**config.mk**
```make
export PLATFORM = sky130hd
export DESIGN_NAME = flow_fifo_bank_flat
export DESIGN_NICKNAME = d
export VERILOG_FILES = /design/src/rtl/flow_fifo_bank_pkg.sv /design/src/rtl/flow_fifo_bank_if.sv /design/src/rtl/flow_fifo_ctrl.sv /design/src/rtl/flow_fifo_bank.sv /design/src/flat_wrapper.sv
export SDC_FILE = /design/constraint.sdc
export NUM_CORES = 2
export LEC_CHECK = 0
export CORE_MARGIN = 2
export CORE_UTILIZATION = 58
export CTS_BUF_LIST = sky130_fd_sc_hd__clkbuf_16
export DETAILED_ROUTE_END_ITERATION = 10
export PLACE_DENSITY_LB_ADDON = 0.1
export SLEW_MARGIN = 20
export SYNTH_ARGS = -nofsm -noshare
export SYNTH_HDL_FRONTEND = slang
export SYNTH_HIERARCHICAL = 1
export SYNTH_SLANG_ARGS = --single-unit
```
**constraint.sdc**
```tcl
create_clock -name clk -period 5.15 [get_ports clk]
set_input_delay 0.7725 -clock clk [delete_from_list [all_inputs] [get_ports clk]]
set_output_delay 0.7725 -clock clk [all_outputs]
set_load 0.02 [all_outputs]
```
**src/rtl/flow_fifo_bank_pkg.sv**
```systemverilog
// Shared types and helpers for the per-flow FIFO bank.
// ptr_inc: circular pointer increment for any depth >= 2 (not only powers of two).
// flow_ctrl_t: per-flow head/tail/count snapshot, fields sized for the largest supported depth.
package flow_fifo_bank_pkg;

  localparam int CTRL_FIELD_W = 16;

  typedef struct packed {
    logic [CTRL_FIELD_W-1:0] head;
    logic [CTRL_FIELD_W-1:0] tail;
    logic [CTRL_FIELD_W-1:0] count;
  } flow_ctrl_t;

  // Wraps from depth-1 back to 0.
  function automatic int unsigned ptr_inc(input int unsigned ptr, input int unsigned depth);
    return (ptr >= depth - 1) ? 0 : ptr + 1;
  endfunction

endpackage

```
**src/rtl/flow_fifo_bank_if.sv**
```systemverilog
// Handshake bundle between flow ingress / scheduler and flow_fifo_bank.
// master: drives requests (i__*) and observes status (o__*); slave: the bank.
// Optional sticky error outputs exist only when FLOW_FIFO_BANK_ERR_EN is defined.
interface flow_fifo_bank_if #(
  parameter int NUM_FLOWS  = 16,
  parameter int DEPTH      = 10,
  parameter int DATA_WIDTH = 8,
  parameter int IDX_WIDTH  = $clog2(NUM_FLOWS + 1),
  parameter int CNT_WIDTH  = $clog2(DEPTH + 1)
);
  logic                  i__push_valid;
  logic [IDX_WIDTH-1:0]  i__push_flow_id;
  logic [DATA_WIDTH-1:0] i__push_data;
  logic                  o__push_ready;
  logic                  i__pop;
  logic [IDX_WIDTH-1:0]  i__pop_flow_id;
  logic                  o__pop_valid;
  logic [DATA_WIDTH-1:0] o__pop_data;
  logic [CNT_WIDTH-1:0]  o__pop_count;
  logic                  i__reinsert_valid;
  logic [DATA_WIDTH-1:0] i__reinsert_data;
  logic                  i__flush_valid;
  logic [IDX_WIDTH-1:0]  i__flush_flow_id;
  logic [NUM_FLOWS-1:0]  o__flow_not_empty;
`ifdef FLOW_FIFO_BANK_ERR_EN
  logic                  o__err_overflow;
  logic                  o__err_underflow;
`endif

  modport master (
    output i__push_valid, i__push_flow_id, i__push_data,
    output i__pop, i__pop_flow_id,
    output i__reinsert_valid, i__reinsert_data,
    output i__flush_valid, i__flush_flow_id,
`ifdef FLOW_FIFO_BANK_ERR_EN
    input  o__err_overflow, o__err_underflow,
`endif
    input  o__push_ready, o__pop_valid, o__pop_data, o__pop_count, o__flow_not_empty
  );

  modport slave (
    input  i__push_valid, i__push_flow_id, i__push_data,
    input  i__pop, i__pop_flow_id,
    input  i__reinsert_valid, i__reinsert_data,
    input  i__flush_valid, i__flush_flow_id,
`ifdef FLOW_FIFO_BANK_ERR_EN
    output o__err_overflow, o__err_underflow,
`endif
    output o__push_ready, o__pop_valid, o__pop_data, o__pop_count, o__flow_not_empty
  );
endinterface

```
**src/rtl/flow_fifo_ctrl.sv**
```systemverilog
// Head/tail/count bookkeeping for one flow's circular buffer; strobes are pre-qualified by the bank.
// Ports: push/pop/reinsert/flush strobes in; head, tail, count, not_empty out.
// All outputs come straight from registers; flush wins over every other strobe.
module flow_fifo_ctrl
  import flow_fifo_bank_pkg::*;
#(
  parameter int DEPTH = 10,
  parameter int PTR_W = $clog2(DEPTH),
  parameter int CNT_W = $clog2(DEPTH + 1)
) (
  input  logic             clk,
  input  logic             reset,
  input  logic             push,
  input  logic             pop,
  input  logic             reinsert,
  input  logic             flush,
  output logic [PTR_W-1:0] head,
  output logic [PTR_W-1:0] tail,
  output logic [CNT_W-1:0] count,
  output logic             not_empty
);

  flow_ctrl_t st, st_nxt;

  always_comb begin
    st_nxt = st;
    if (flush) begin
      st_nxt = '0;
    end else begin
      if (pop)
        st_nxt.head = CTRL_FIELD_W'(ptr_inc(32'(st.head), DEPTH));
      // push and reinsert never coincide on one flow: a reinsert blocks the push.
      if (push | reinsert)
        st_nxt.tail = CTRL_FIELD_W'(ptr_inc(32'(st.tail), DEPTH));
      // A reinserted pop is occupancy-neutral; push+pop on the same flow cancels.
      case ({push, pop & ~reinsert})
        2'b10:   st_nxt.count = st.count + 1'b1;
        2'b01:   st_nxt.count = st.count - 1'b1;
        default: st_nxt.count = st.count;
      endcase
    end
  end

  always_ff @(posedge clk or negedge reset) begin
    if (!reset) st <= '0;
    else        st <= st_nxt;
  end

  assign head      = st.head[PTR_W-1:0];
  assign tail      = st.tail[PTR_W-1:0];
  assign count     = st.count[CNT_W-1:0];
  assign not_empty = (st.count != '0);

endmodule

```
**src/rtl/flow_fifo_bank.sv**
```systemverilog
// Per-flow FIFO bank: NUM_FLOWS circular buffers of DEPTH entries with push, pop(+reinsert), flush.
// Ports: clk, reset (async active-low), bus (flow_fifo_bank_if.slave); pop data/count are combinational.
// Backpressure via o__push_ready (full on registered count); optional errors under FLOW_FIFO_BANK_ERR_EN.
module flow_fifo_bank
  import flow_fifo_bank_pkg::*;
#(
  parameter int NUM_FLOWS  = 16,
  parameter int DEPTH      = 10,
  parameter int DATA_WIDTH = 8,
  parameter int IDX_WIDTH  = $clog2(NUM_FLOWS + 1),
  parameter int CNT_WIDTH  = $clog2(DEPTH + 1)
) (
  input  logic clk,
  input  logic reset,
  flow_fifo_bank_if.slave bus
);

  localparam int PTR_W = $clog2(DEPTH);

  logic [PTR_W-1:0]     head_a [NUM_FLOWS];
  logic [PTR_W-1:0]     tail_a [NUM_FLOWS];
  logic [CNT_WIDTH-1:0] cnt_a  [NUM_FLOWS];
  logic [NUM_FLOWS-1:0] push_acc, pop_acc, reins_acc, flush_hit, ne;

  // Storage is deliberately unreset; contents are meaningless while count is 0.
  logic [DATA_WIDTH-1:0] mem [NUM_FLOWS][DEPTH];

  logic                  push_id_ok, pop_id_ok;
  logic [CNT_WIDTH-1:0]  push_cnt, pop_cnt;
  logic [DATA_WIDTH-1:0] head_dat;
  logic                  push_fire, pop_fire;

  assign push_id_ok = bus.i__push_flow_id < IDX_WIDTH'(NUM_FLOWS);
  assign pop_id_ok  = bus.i__pop_flow_id  < IDX_WIDTH'(NUM_FLOWS);

  // Id-indexed read muxes; an out-of-range id matches no flow and reads as 0.
  always_comb begin
    push_cnt = '0;
    pop_cnt  = '0;
    head_dat = '0;
    for (int f = 0; f < NUM_FLOWS; f++) begin
      if (bus.i__push_flow_id == IDX_WIDTH'(f)) push_cnt = cnt_a[f];
      if (bus.i__pop_flow_id == IDX_WIDTH'(f)) begin
        pop_cnt  = cnt_a[f];
        head_dat = mem[f][head_a[f]];
      end
    end
  end

  assign bus.o__push_ready = push_id_ok && (push_cnt < CNT_WIDTH'(DEPTH))
                           && !(bus.i__reinsert_valid && bus.i__push_flow_id == bus.i__pop_flow_id)
                           && !(bus.i__flush_valid && bus.i__push_flow_id == bus.i__flush_flow_id);
  assign bus.o__pop_valid  = pop_id_ok && (pop_cnt != '0)
                           && !(bus.i__flush_valid && bus.i__flush_flow_id == bus.i__pop_flow_id);
  assign bus.o__pop_data   = bus.o__pop_valid ? head_dat : '0;
  assign bus.o__pop_count  = pop_cnt;
  assign bus.o__flow_not_empty = ne;

  assign push_fire = bus.i__push_valid & bus.o__push_ready;
  assign pop_fire  = bus.i__pop & bus.o__pop_valid;

  always_comb begin
    for (int f = 0; f < NUM_FLOWS; f++) begin
      push_acc[f]  = push_fire && (bus.i__push_flow_id == IDX_WIDTH'(f));
      pop_acc[f]   = pop_fire && (bus.i__pop_flow_id == IDX_WIDTH'(f));
      reins_acc[f] = pop_acc[f] && bus.i__reinsert_valid;
      flush_hit[f] = bus.i__flush_valid && (bus.i__flush_flow_id == IDX_WIDTH'(f));
    end
  end

  for (genvar g = 0; g < NUM_FLOWS; g++) begin : g_flow
    flow_fifo_ctrl #(.DEPTH(DEPTH), .PTR_W(PTR_W), .CNT_W(CNT_WIDTH)) u_ctrl (
      .clk       (clk),
      .reset     (reset),
      .push      (push_acc[g]),
      .pop       (pop_acc[g]),
      .reinsert  (reins_acc[g]),
      .flush     (flush_hit[g]),
      .head      (head_a[g]),
      .tail      (tail_a[g]),
      .count     (cnt_a[g]),
      .not_empty (ne[g])
    );
  end

  // Two write ports (push, reinsert); they can only target the same flow when push is blocked.
  always_ff @(posedge clk) begin
    for (int f = 0; f < NUM_FLOWS; f++) begin
      for (int e = 0; e < DEPTH; e++) begin
        if (reins_acc[f] && tail_a[f] == PTR_W'(e))
          mem[f][e] <= bus.i__reinsert_data;
        else if (push_acc[f] && tail_a[f] == PTR_W'(e))
          mem[f][e] <= bus.i__push_data;
      end
    end
  end

`ifdef FLOW_FIFO_BANK_ERR_EN
  logic err_ovf, err_udf;

  always_ff @(posedge clk or negedge reset) begin
    if (!reset) begin
      err_ovf <= 1'b0;
      err_udf <= 1'b0;
    end else begin
      if (bus.i__push_valid && push_id_ok && push_cnt == CNT_WIDTH'(DEPTH))
        err_ovf <= 1'b1;
      if ((bus.i__pop && !bus.o__pop_valid) || (bus.i__reinsert_valid && !pop_fire))
        err_udf <= 1'b1;
    end
  end

  assign bus.o__err_overflow  = err_ovf;
  assign bus.o__err_underflow = err_udf;
`endif

endmodule
```
**src/flat_wrapper.sv**
```systemverilog
// flat-port wrapper written by rule: the top's interface ports become plain ports
module flow_fifo_bank_flat import flow_fifo_bank_pkg::*;
#(
  parameter int NUM_FLOWS  = 16,
  parameter int DEPTH      = 10,
  parameter int DATA_WIDTH = 8,
  parameter int IDX_WIDTH  = $clog2(NUM_FLOWS + 1),
  parameter int CNT_WIDTH  = $clog2(DEPTH + 1)
)
  (clk, reset, bus_i__push_valid, bus_i__push_flow_id, bus_i__push_data, bus_i__pop, bus_i__pop_flow_id, bus_i__reinsert_valid, bus_i__reinsert_data, bus_i__flush_valid, bus_i__flush_flow_id, bus_o__push_ready, bus_o__pop_valid, bus_o__pop_data, bus_o__pop_count, bus_o__flow_not_empty);
  flow_fifo_bank_if #(.NUM_FLOWS(NUM_FLOWS), .DEPTH(DEPTH), .DATA_WIDTH(DATA_WIDTH), .IDX_WIDTH(IDX_WIDTH), .CNT_WIDTH(CNT_WIDTH)) bus_i ();
  input  logic clk;
  input  logic reset;
  input wire logic [$bits(bus_i.i__push_valid)-1:0] bus_i__push_valid;
  input wire logic [$bits(bus_i.i__push_flow_id)-1:0] bus_i__push_flow_id;
  input wire logic [$bits(bus_i.i__push_data)-1:0] bus_i__push_data;
  input wire logic [$bits(bus_i.i__pop)-1:0] bus_i__pop;
  input wire logic [$bits(bus_i.i__pop_flow_id)-1:0] bus_i__pop_flow_id;
  input wire logic [$bits(bus_i.i__reinsert_valid)-1:0] bus_i__reinsert_valid;
  input wire logic [$bits(bus_i.i__reinsert_data)-1:0] bus_i__reinsert_data;
  input wire logic [$bits(bus_i.i__flush_valid)-1:0] bus_i__flush_valid;
  input wire logic [$bits(bus_i.i__flush_flow_id)-1:0] bus_i__flush_flow_id;
  output wire logic [$bits(bus_i.o__push_ready)-1:0] bus_o__push_ready;
  output wire logic [$bits(bus_i.o__pop_valid)-1:0] bus_o__pop_valid;
  output wire logic [$bits(bus_i.o__pop_data)-1:0] bus_o__pop_data;
  output wire logic [$bits(bus_i.o__pop_count)-1:0] bus_o__pop_count;
  output wire logic [$bits(bus_i.o__flow_not_empty)-1:0] bus_o__flow_not_empty;
  assign bus_i.i__push_valid = bus_i__push_valid;
  assign bus_i.i__push_flow_id = bus_i__push_flow_id;
  assign bus_i.i__push_data = bus_i__push_data;
  assign bus_i.i__pop = bus_i__pop;
  assign bus_i.i__pop_flow_id = bus_i__pop_flow_id;
  assign bus_i.i__reinsert_valid = bus_i__reinsert_valid;
  assign bus_i.i__reinsert_data = bus_i__reinsert_data;
  assign bus_i.i__flush_valid = bus_i__flush_valid;
  assign bus_i.i__flush_flow_id = bus_i__flush_flow_id;
  assign bus_o__push_ready = bus_i.o__push_ready;
  assign bus_o__pop_valid = bus_i.o__pop_valid;
  assign bus_o__pop_data = bus_i.o__pop_data;
  assign bus_o__pop_count = bus_i.o__pop_count;
  assign bus_o__flow_not_empty = bus_i.o__flow_not_empty;
  flow_fifo_bank #(.NUM_FLOWS(NUM_FLOWS), .DEPTH(DEPTH), .DATA_WIDTH(DATA_WIDTH), .IDX_WIDTH(IDX_WIDTH), .CNT_WIDTH(CNT_WIDTH)) u_core (.clk(clk), .reset(reset), .bus(bus_i));
endmodule
```
==> results.yml <==
# physical design summary
cells_and_area:
  antenna_cells_inserted: 6
  num-nonclk-buffers: 1033
  area.sequential_mm2: 0.0577
  area_growth_pct: 12.4
  final_nets: 10438
  area_dominant_class: "flip-flops and latches"
  final_layout_size_suffix_gt1_share_pct: 30.6
  layout.cells.non_filler: 13096
  largest_registers: "u_core/mem (1280), u_core/g_flow.u_ctrl/st (576)"
  final_common_cell: "sky130_fd_sc_hd__edfxtp_1"
  largest_register_ffs: 1280
  final-comb-area_mm2: 0.0538
worst_setup_path:
  r2r.worst_path.cells: 18
  end_kind: "output pin"
  critPathRequiredTime_ns: 4.38
  worst-path-stages: 16
  startpoint_type: "input pin"
  reg2reg_setup_slack_ns: 0.25
  timing.critical_path.from: "bus_i__pop_flow_id[0]"
  timing.critical_path.arrival_ns: 4.42
  slowest_delay_ns: 0.59
  critPathMostFrequentCell: "sky130_fd_sc_hd__buf_4"
  critical_path.endpoint: "bus_o__pop_data[4]"
  crit_path_cell_trace: "buf_2, buf_4, buf_4, nor2_1, buf_4, nand2_1, buf_4, nor3_1, buf_4, a2111oi_0, nand3_1, o21ai_0, buf_4, a31oi_1, buf_4, buf_12"
  slowest_stage: "sky130_fd_sc_hd__a2111oi_0"
power_and_ir_drop:
  power.net_switching_mw: 12.1
  power.largest_group: "registers"
  switching_power_share_of_the_total_pct: 29.1
  power.clock.fraction_pct: 38.1
  powerDensity_mw_per_mm2: 317
  max-vdd-ir-drop_mv: 0.387
  power.combinational.total_mw: 6.29
  pg_seq_mw: 19.5
die:
  well_tap_count: 2656
  initial_util_pct: 58.4
  die-area_mm2: 0.205
  die_height_um: 453
  floorplan.io_pins: 67
  placeable_core_region_mm2: 0.200
  die_w_um: 453
sta:
  worst_hold_slack_ns: 0.484
  achievable-frequency_ghz: 0.192
  report.final.hold_viol_count: 0
  worst_slew_pin_slew_ns: 1.05
  fin_skew_ns: 0.0587
  max-slew-margin-rel_pct: 30.1
  layout_setup_ws_ns: -0.0466
  finalSetupViolations: 1
  finalMaxSlewViolations: 0
clock_tree:
  tritoncts: "yes"
  sinks_on_the_clock_net: 2048
  root_buffer: "sky130_fd_sc_hd__clkbuf_16"
  clk_path_buf_depth: 3
yosys:
  synth.most_common_cell: "sky130_fd_sc_hd__edfxtp_1"
  yosys-dominant-comb-family: "multiplexers"
  yosys.area_share.simple_pct: 14.8
  ys_cells: 9914
  topCellsByArea: "sky130_fd_sc_hd__edfxtp_1 (33%), sky130_fd_sc_hd__dfrtp_1 (16%), sky130_fd_sc_hd__mux2_2 (12%)"
  synth_top_cell_by_area: "sky130_fd_sc_hd__edfxtp_1"
  synth-adder-area-share_pct: 1.71
  top_cells_by_count: "sky130_fd_sc_hd__edfxtp_1 (1280), sky130_fd_sc_hd__mux2_2 (1275), sky130_fd_sc_hd__nor2_1 (937)"
  yosys-stat-area_mm2: 0.117
  postSynthSeqShare_pct: 49.4
  mappedNetlistNets: 10111
  mean_instance_size_in_the_synthesized_netlist_um2: 11.8
grt:
  grt_start_max_net_pins: 129
  met1_usage_pct: 46.7
  global_route.usage.met3_pct: 6.29
  grt_usage_pct: 33.4
  top_usage_layer: "met2"
  first_pass_grt_wire_length_mm: 524
  number_of_antenna_violations_at_the_first_check_in_global_routing: 17
worst_hold_path:
  hold_path_class: "register to register"
detailed_routing:
  drt-initial-drc-count: 9777
  wl_met3_mm: 31.2
  maxUsedRoutingLayer: "met5"
  via_per_inst: 6.56
  drt_pass1_iterations: 6
  wirelength_met1_mm: 143
placed_design:
  placedCellCount: 12671
  dp_hpwl_mm: 236
job:
  warning_count: 108
  drv_cap: 0
run_status:
  failed_checks: "negative setup slack"
  run_status: "complete, but fails checks"
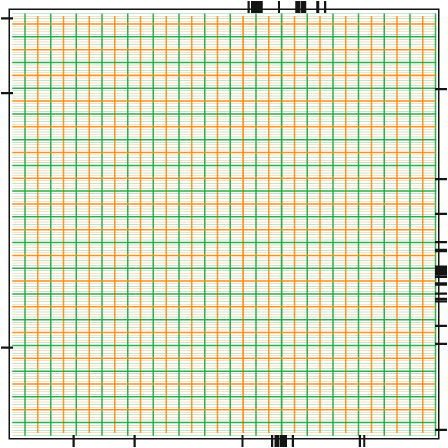
Fig. 1. PDN straps and rails.
Pins as bars on the die edge.
colour	net
green	VSS
orange	VDD
met5 straps	32
rows	164
signal pins	67
met4 straps	33

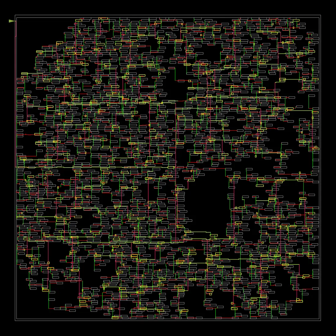
Fig. 2. Clock wiring as the flow saved it.
power in the clock group: 15.8 mW
number of buffers created by CTS: 215
final-layout clock buffer total: 219
Seq Cell Count: 2048
clk_lat worst skew: 0.89 ns

No activity file was given, so power comes from the tool's default toggle rates.
